$ cat config.mk
export PLATFORM = sky130hd
export DESIGN_NAME = tick_pwm
export DESIGN_NICKNAME = d
export VERILOG_FILES = /design/src/rtl/pwm_pkg.sv /design/src/rtl/pwm_cfg_shadow.sv /design/src/rtl/tick_pwm.sv
export SDC_FILE = /design/constraint.sdc
export NUM_CORES = 1
export LEC_CHECK = 0
export ABC_AREA = 1
export CAP_MARGIN = 20
export CORE_ASPECT_RATIO = 0.8
export CORE_UTILIZATION = 57
export DETAILED_ROUTE_END_ITERATION = 16
export GPL_ROUTABILITY_DRIVEN = 0
export GPL_TIMING_DRIVEN = 0
export PLACE_DENSITY = 0.77
export SYNTH_ARGS = -nofsm -noshare
export SYNTH_HDL_FRONTEND = slang
export SYNTH_HIERARCHICAL = 1
export SYNTH_SLANG_ARGS = --single-unit
$ cat constraint.sdc
create_clock -name clk -period 2.75 [get_ports clk]
set_clock_uncertainty 0.05 [all_clocks]
set_input_delay 0.55 -clock clk [delete_from_list [all_inputs] [get_ports clk]]
set_output_delay 0.55 -clock clk [all_outputs]
set_load 0.02 [all_outputs]
$ cat src/rtl/pwm_pkg.sv
// Shared types for the tick-based PWM: FSM state encoding, default counter
// width and the period/duty config record.
package pwm_pkg;

    localparam int PWM_CNT_W = 8;

    typedef enum logic {
        IDLE = 1'b0,
        RUN  = 1'b1
    } state_e;

    typedef struct packed {
        logic [PWM_CNT_W-1:0] period;
        logic [PWM_CNT_W-1:0] duty;
    } cfg_t;

endpackage

$ cat src/rtl/pwm_cfg_shadow.sv
// Valid/ready config shadow: holds one period/duty pair until the PWM FSM
// reports a boundary, then raises apply for that cycle and frees the slot.
module pwm_cfg_shadow
    import pwm_pkg::*;
#(
    parameter int CNT_W = PWM_CNT_W
) (
    input  logic             clk,
    input  logic             reset,
    input  logic             cfg_valid,
    input  logic [CNT_W-1:0] cfg_period,
    input  logic [CNT_W-1:0] cfg_duty,
    input  logic             capture,
    input  logic             boundary,
    output logic             cfg_ready,
    output logic             accept,
    output logic             apply,
    output logic [CNT_W-1:0] shadow_period,
    output logic [CNT_W-1:0] shadow_duty
);

    logic pending;

    assign cfg_ready = ~pending;
    assign accept    = cfg_valid & ~pending;
    // accept and apply are mutually exclusive: one needs pending low, the other high
    assign apply     = pending & boundary;

    always_ff @(posedge clk or negedge reset) begin
        if (!reset) begin
            pending       <= 1'b0;
            shadow_period <= '0;
            shadow_duty   <= '0;
        end else if (apply) begin
            pending <= 1'b0;
        end else if (accept && capture) begin
            pending       <= 1'b1;
            shadow_period <= cfg_period;
            shadow_duty   <= cfg_duty;
        end
    end

endmodule

$ cat src/rtl/tick_pwm.sv
// PWM generator whose time base is the divider's tick strobe; period and duty
// are counted in ticks and reprogrammed glitch-free at period boundaries.
module tick_pwm
    import pwm_pkg::*;
#(
    parameter int CNT_W      = PWM_CNT_W,
    parameter int DEF_PERIOD = 9,
    parameter int DEF_DUTY   = 5
) (
    input  logic             clk,
    input  logic             reset,
    input  logic             tick,
    input  logic             enable,
    input  logic             cfg_valid,
    output logic             cfg_ready,
    input  logic [CNT_W-1:0] cfg_period,
    input  logic [CNT_W-1:0] cfg_duty,
    output logic             pwm_out,
    output logic             period_done
);

    localparam logic [CNT_W-1:0] DEF_P = CNT_W'(DEF_PERIOD);
    localparam logic [CNT_W-1:0] DEF_D = CNT_W'(DEF_DUTY);
    localparam logic [CNT_W-1:0] ONE   = CNT_W'(1);

    state_e           state, state_nxt;
    logic [CNT_W-1:0] counter, counter_nxt;
    logic [CNT_W-1:0] period_act, duty_act;
    logic [CNT_W-1:0] shadow_period, shadow_duty, duty_eff;
    logic             pwm_nxt, done_nxt;
    logic             at_end, wrap, stop, boundary;
    logic             accept, apply;

    assign at_end = (counter == period_act);
    assign wrap   = (state == RUN) && enable && tick && at_end;
    assign stop   = (state == RUN) && !enable;
    // IDLE also counts as a boundary so a config caught on the enable-drop
    // edge is applied on the next cycle instead of blocking the port.
    assign boundary = wrap || stop || (state == IDLE);

    pwm_cfg_shadow #(.CNT_W(CNT_W)) u_shadow (
        .clk          (clk),
        .reset        (reset),
        .cfg_valid    (cfg_valid),
        .cfg_period   (cfg_period),
        .cfg_duty     (cfg_duty),
        .capture      (state == RUN),
        .boundary     (boundary),
        .cfg_ready    (cfg_ready),
        .accept       (accept),
        .apply        (apply),
        .shadow_period(shadow_period),
        .shadow_duty  (shadow_duty)
    );

    assign duty_eff = apply ? shadow_duty : duty_act;

    always_ff @(posedge clk or negedge reset) begin
        if (!reset) state <= IDLE;
        else        state <= state_nxt;
    end

    always_comb begin
        state_nxt = state;
        case (state)
            IDLE:    if (enable)  state_nxt = RUN;
            RUN:     if (!enable) state_nxt = IDLE;
            default: state_nxt = IDLE;
        endcase
    end

    always_comb begin
        counter_nxt = counter;
        pwm_nxt     = pwm_out;
        done_nxt    = 1'b0;
        case (state)
            IDLE: begin
                counter_nxt = '0;
                pwm_nxt     = enable && (duty_eff != '0);
            end
            RUN: begin
                if (!enable) begin
                    counter_nxt = '0;
                    pwm_nxt     = 1'b0;
                end else if (tick) begin
                    if (at_end) begin
                        counter_nxt = '0;
                        done_nxt    = 1'b1;
                        pwm_nxt     = (duty_eff != '0);
                    end else begin
                        counter_nxt = counter + ONE;
                        pwm_nxt     = ((counter + ONE) < duty_act);
                    end
                end
            end
            default: begin
                counter_nxt = '0;
                pwm_nxt     = 1'b0;
            end
        endcase
    end

    always_ff @(posedge clk or negedge reset) begin
        if (!reset) begin
            counter     <= '0;
            pwm_out     <= 1'b0;
            period_done <= 1'b0;
        end else begin
            counter     <= counter_nxt;
            pwm_out     <= pwm_nxt;
            period_done <= done_nxt;
        end
    end

    // Active registers: shadow copy at a boundary, or a direct write while idle
    always_ff @(posedge clk or negedge reset) begin
        if (!reset) begin
            period_act <= DEF_P;
            duty_act   <= DEF_D;
        end else if (apply) begin
            period_act <= shadow_period;
            duty_act   <= shadow_duty;
        end else if (accept && state == IDLE) begin
            period_act <= cfg_period;
            duty_act   <= cfg_duty;
        end
    end

    a_counter_range: assert property (@(posedge clk) disable iff (!reset)
        counter <= period_act);
    a_idle_quiet: assert property (@(posedge clk) disable iff (!reset)
        (state == IDLE) |-> (counter == '0 && !period_done));

endmodule

==> flow_summary.json <==
{
  "outcome": "finished clean",
  "cellLeakagePower_nw": 1.568,
  "p_total_mw": 1.699,
  "yosysTopAreaCell": "dfrtp_1",
  "cts_tree": "done",
  "dieArea_mm2": 0.004717,
  "syn2layout_area_growth_pct": 16.30,
  "drv_cap": 0,
  "grt_max_degree": 27,
  "p_sw_mw": 0.5169,
  "cts_htree_levels": 2,
  "regArea_mm2": 0.001106,
  "yosysChipArea_mm2": 0.002534,
  "ant_nets": 0,
  "power_density_mw_per_mm2": 576.6,
  "fin_crit_sh_pct": 89.25,
  "max_slew_margin_pct": 69.43,
  "root_buffer": "clkbuf_8",
  "io_pins": 24,
  "p_int_mw": 1.182,
  "rsz0062_at_grt": "no",
  "drt_iter0_drc": 133,
  "fp_nets": 364,
  "ys_warn_count": 6,
  "worst-path-max-fanout": 10,
  "worstHoldPathType": "input port to async pin",
  "antenna_found_initial": 0,
  "ys_types": 29,
  "cp_data_required_time_ps": 2930,
  "comb_power_share_pct": 22.1,
  "cp_data_arrival_time_ps": 2630,
  "ys_cells": 335,
  "row_count": 21,
  "start_kind": "register",
  "grt_pass1_vias": 1977,
  "synthCells": 335,
  "syn-cell-area_mm2": 0.002534,
  "slew_violations": 0,
  "clk_pin_slew_ps": 80,
  "ys_seq_elements": 44,
  "cts.sinks": 44,
  "min_period_ps": 2454,
  "mostFrequentLayoutCell": "nand2_1",
  "drc": 0,
  "finalHoldViolCount": 0,
  "diodes": 0,
  "grt_pass1_wl_um": 9280,
  "placed_area_mm2": 0.002840,
  "ctsLongestPathBuffers": 2,
  "swShare_pct": 30.42,
  "warnings": 26,
  "worst_pin_slew_ps": 458.5,
  "syn_area_per_cell_um2": 7.563,
  "top_area_share_pct": 39.51,
  "endpoint_kind": "register",
  "crit_type": "register to register",
  "via_per_inst": 5.220,
  "nFillCells": 376,
  "postSynthSeqShare_pct": 43.65,
  "cts_resized": 0,
  "design_area_mm2": 0.002947,
  "cpMostUsedCell": "nand2_1",
  "grt-ovfl-total": 0,
  "hpwl_um": 4182,
  "final_nets": 394,
  "hold_ws_ps": 129.8,
  "dr.pass1.iters": 4,
  "fmax_mhz": 407.4,
  "final-comb-area_mm2": 0.001161,
  "slowest_delay_ps": 550,
  "p_seq_share_pct": 48.9
}
cells by family (layout without fill, tap and decap cells):
logic type / Yosys count / after routing / share of synthesized area [%]
fa+ha+maj: 8 / 8 / 3.951
simple gates: 186 / 186 / 31.90
compound gates: 34 / 34 / 8.247
buf+inv: 58 / 89 / 10.52
flops: 44 / 44 / 43.65
xor+xnor: 5 / 5 / 1.728
through the flow:
step                      TNS, ps  util, %  instances  setup WS [ps]
after detailed placement        0    67.14        415          7.463
after global placement      -4123    66.79        414         -104.9
after floorplan                 0        -        335          705.3
after CTS                       0    69.65        423          193.4
final                           0    69.65        423          295.7
after global routing            0    69.65        423          90.64
synthesized netlist by cell type:
| library cell | n |
|---|---|
| xor2_1 | 5 |
| nand4_1 | 16 |
| a21oi_1 | 4 |
| buf_2 | 4 |
| dfrtp_1 | 40 |
| inv_4 | 1 |
| buf_4 | 5 |
| ha_1 | 8 |
| nand2_4 | 1 |
| inv_1 | 37 |
| buf_6 | 3 |
| dfstp_2 | 4 |
| nand3_4 | 2 |
| a31oi_1 | 16 |
| nor2_1 | 35 |
| o21ai_0 | 3 |
| nor2_4 | 1 |
| nand2_2 | 4 |
| o21ai_2 | 1 |
| nand2_1 | 118 |
| nand3_2 | 1 |
| nor2_2 | 1 |
| o21ai_1 | 1 |
| nor3_1 | 2 |
| o22ai_1 | 7 |
| o21a_1 | 1 |
| inv_2 | 8 |
| a21oi_2 | 1 |
| nand3_1 | 5 |
power by group through the flow:
stage / logic (mW) / clock network [mW] / registers [mW]
3_3_place_gp: 0.361 / 0 / 0.839
6_report: 0.375 / 0.493 / 0.831
3_5_place_dp: 0.373 / 0 / 0.842
2_1_floorplan: 0.264 / 0 / 0.819
4_1_cts: 0.377 / 0.499 / 0.829
5_1_grt: 0.433 / 0.530 / 0.846
worst max-delay path: cells and delay by family, from the launching register on:
kind / cells / cell delay, ps
AOI/OAI and AO/OA: 3 / 560
buffers and inverters: 6 / 660
DFF: 1 / 550
and+or+nand+nor: 7 / 540
worst paths after layout:
kind	slack (ps)	start	endpoint	cells past startpoint
min in group clk	430	u_shadow/shadow_period[4]$_DFFE_PN0P_	u_shadow/shadow_period[4]$_DFFE_PN0P_	2
min reg2reg	430	u_shadow/shadow_period[4]$_DFFE_PN0P_	u_shadow/shadow_period[4]$_DFFE_PN0P_	2
min	130	reset	period_act[6]$_DFFE_PN0P_	1
max reg2reg	300	period_act[0]$_DFFE_PN1P_	period_act[0]$_DFFE_PN1P_	16
max	300	period_act[0]$_DFFE_PN1P_	period_act[0]$_DFFE_PN1P_	16
max in group asynchronous	1950	reset	duty_act[2]$_DFFE_PN1P_	2
per-layer routing:
metal | track usage (%) | vias to the layer above | part of all wire (%)
li1 | - | 1131 | -
met1 | 36.25 | 1004 | 50
met2 | 41.31 | 63 | 43
met3 | 4.593 | 10 | 5.0
met4 | 12.91 | 0 | 2.3
met5 | 0 | - | 0
cell type report:
class                           instances  area share [%]
Multi-Input combinational cell        233           39.41
Tap cell                               57           2.420
Timing Repair Buffer                   23           7.983
Inverter                               46           5.945
Clock inverter                          1           1.019
Clock buffer                            7           2.590
Buffer                                 12           3.100
Sequential cell                        44           37.54
Fig. 1: routed metal, one color a layer
Drawn at 8 px/um. Only two layers are drawn.
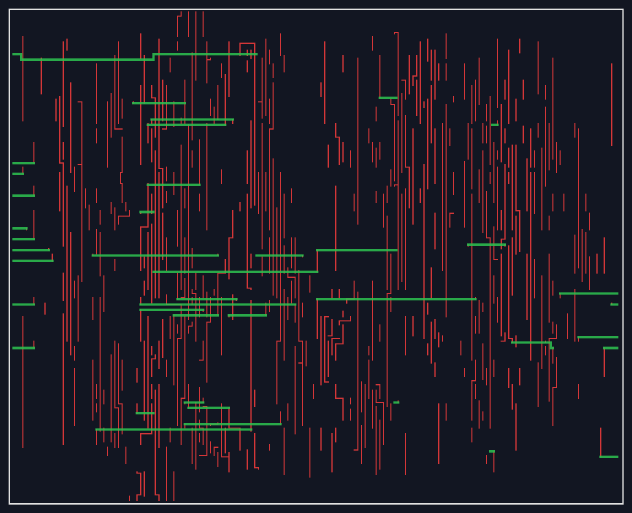
layer	color	wire length
met2	red	2370 um
met3	green	277 um
total global routing track utilization: 26.36%
final wirelength: 5513 um
routed vias: 2208
Avg WL per Cell: 13.03 um

Fig. 2: supply network
Drawn at 6 px/um. Pins as bars on the die edge.
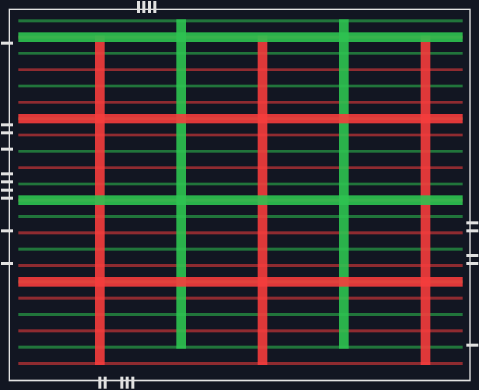
net	color
VDD	green
VSS	red
met1 rails	22
rows	21
met5 straps	4
met4 straps	5
signal pins	24
die height: 61.63 um
width of the die: 76.54 um
worst vdd ir: 0.4554 mV
Placeable Area: 0.004230 mm^2

Fig. 3: routing congestion map
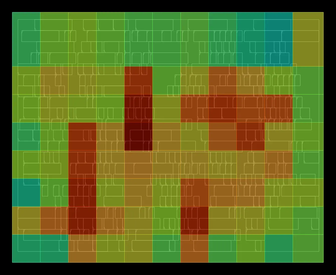
met3 Use GR: 4.593%
gr busiest metal: met2
met2 Use GR: 41.31%
M1 GR Usage: 36.25%

Fig. 4: local utilization
Drawn at 4 px/um. 8 x 6 tiles, from white (low) to dark blue (high), 0 to 100% covered.
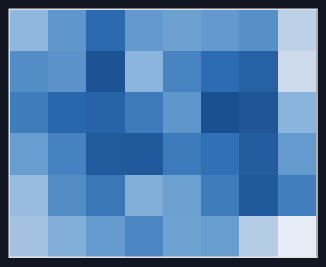
fullest tile	87%
tiles over 75% full	25%
mean over tiles	61%
fp_density: 59.89%
Util after Layout: 69.65%

Fig. 5: clock distribution
Drawn at 8 px/um.
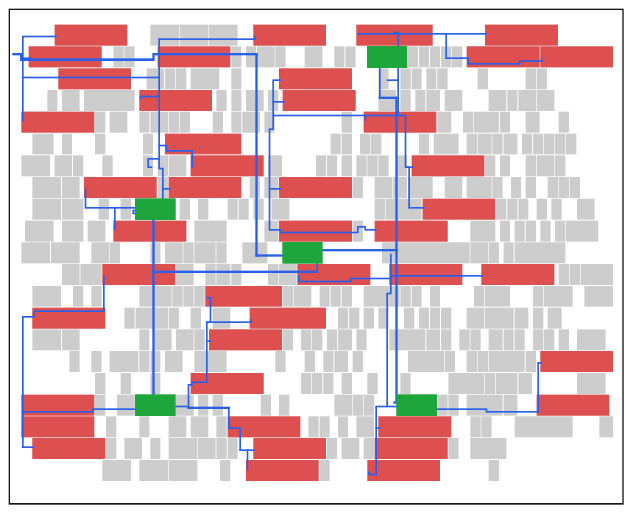
[cells driving clock nets] green | count: 5
[flip-flops] red | count: 44
[clock wires] blue | length: 562 um
flops lie	all over the die
clk latency late pin: 310 ps
Clock power frac: 29.0%
Clk. pwr: 0.493 mW

Power is estimated from default activity; no workload was simulated.
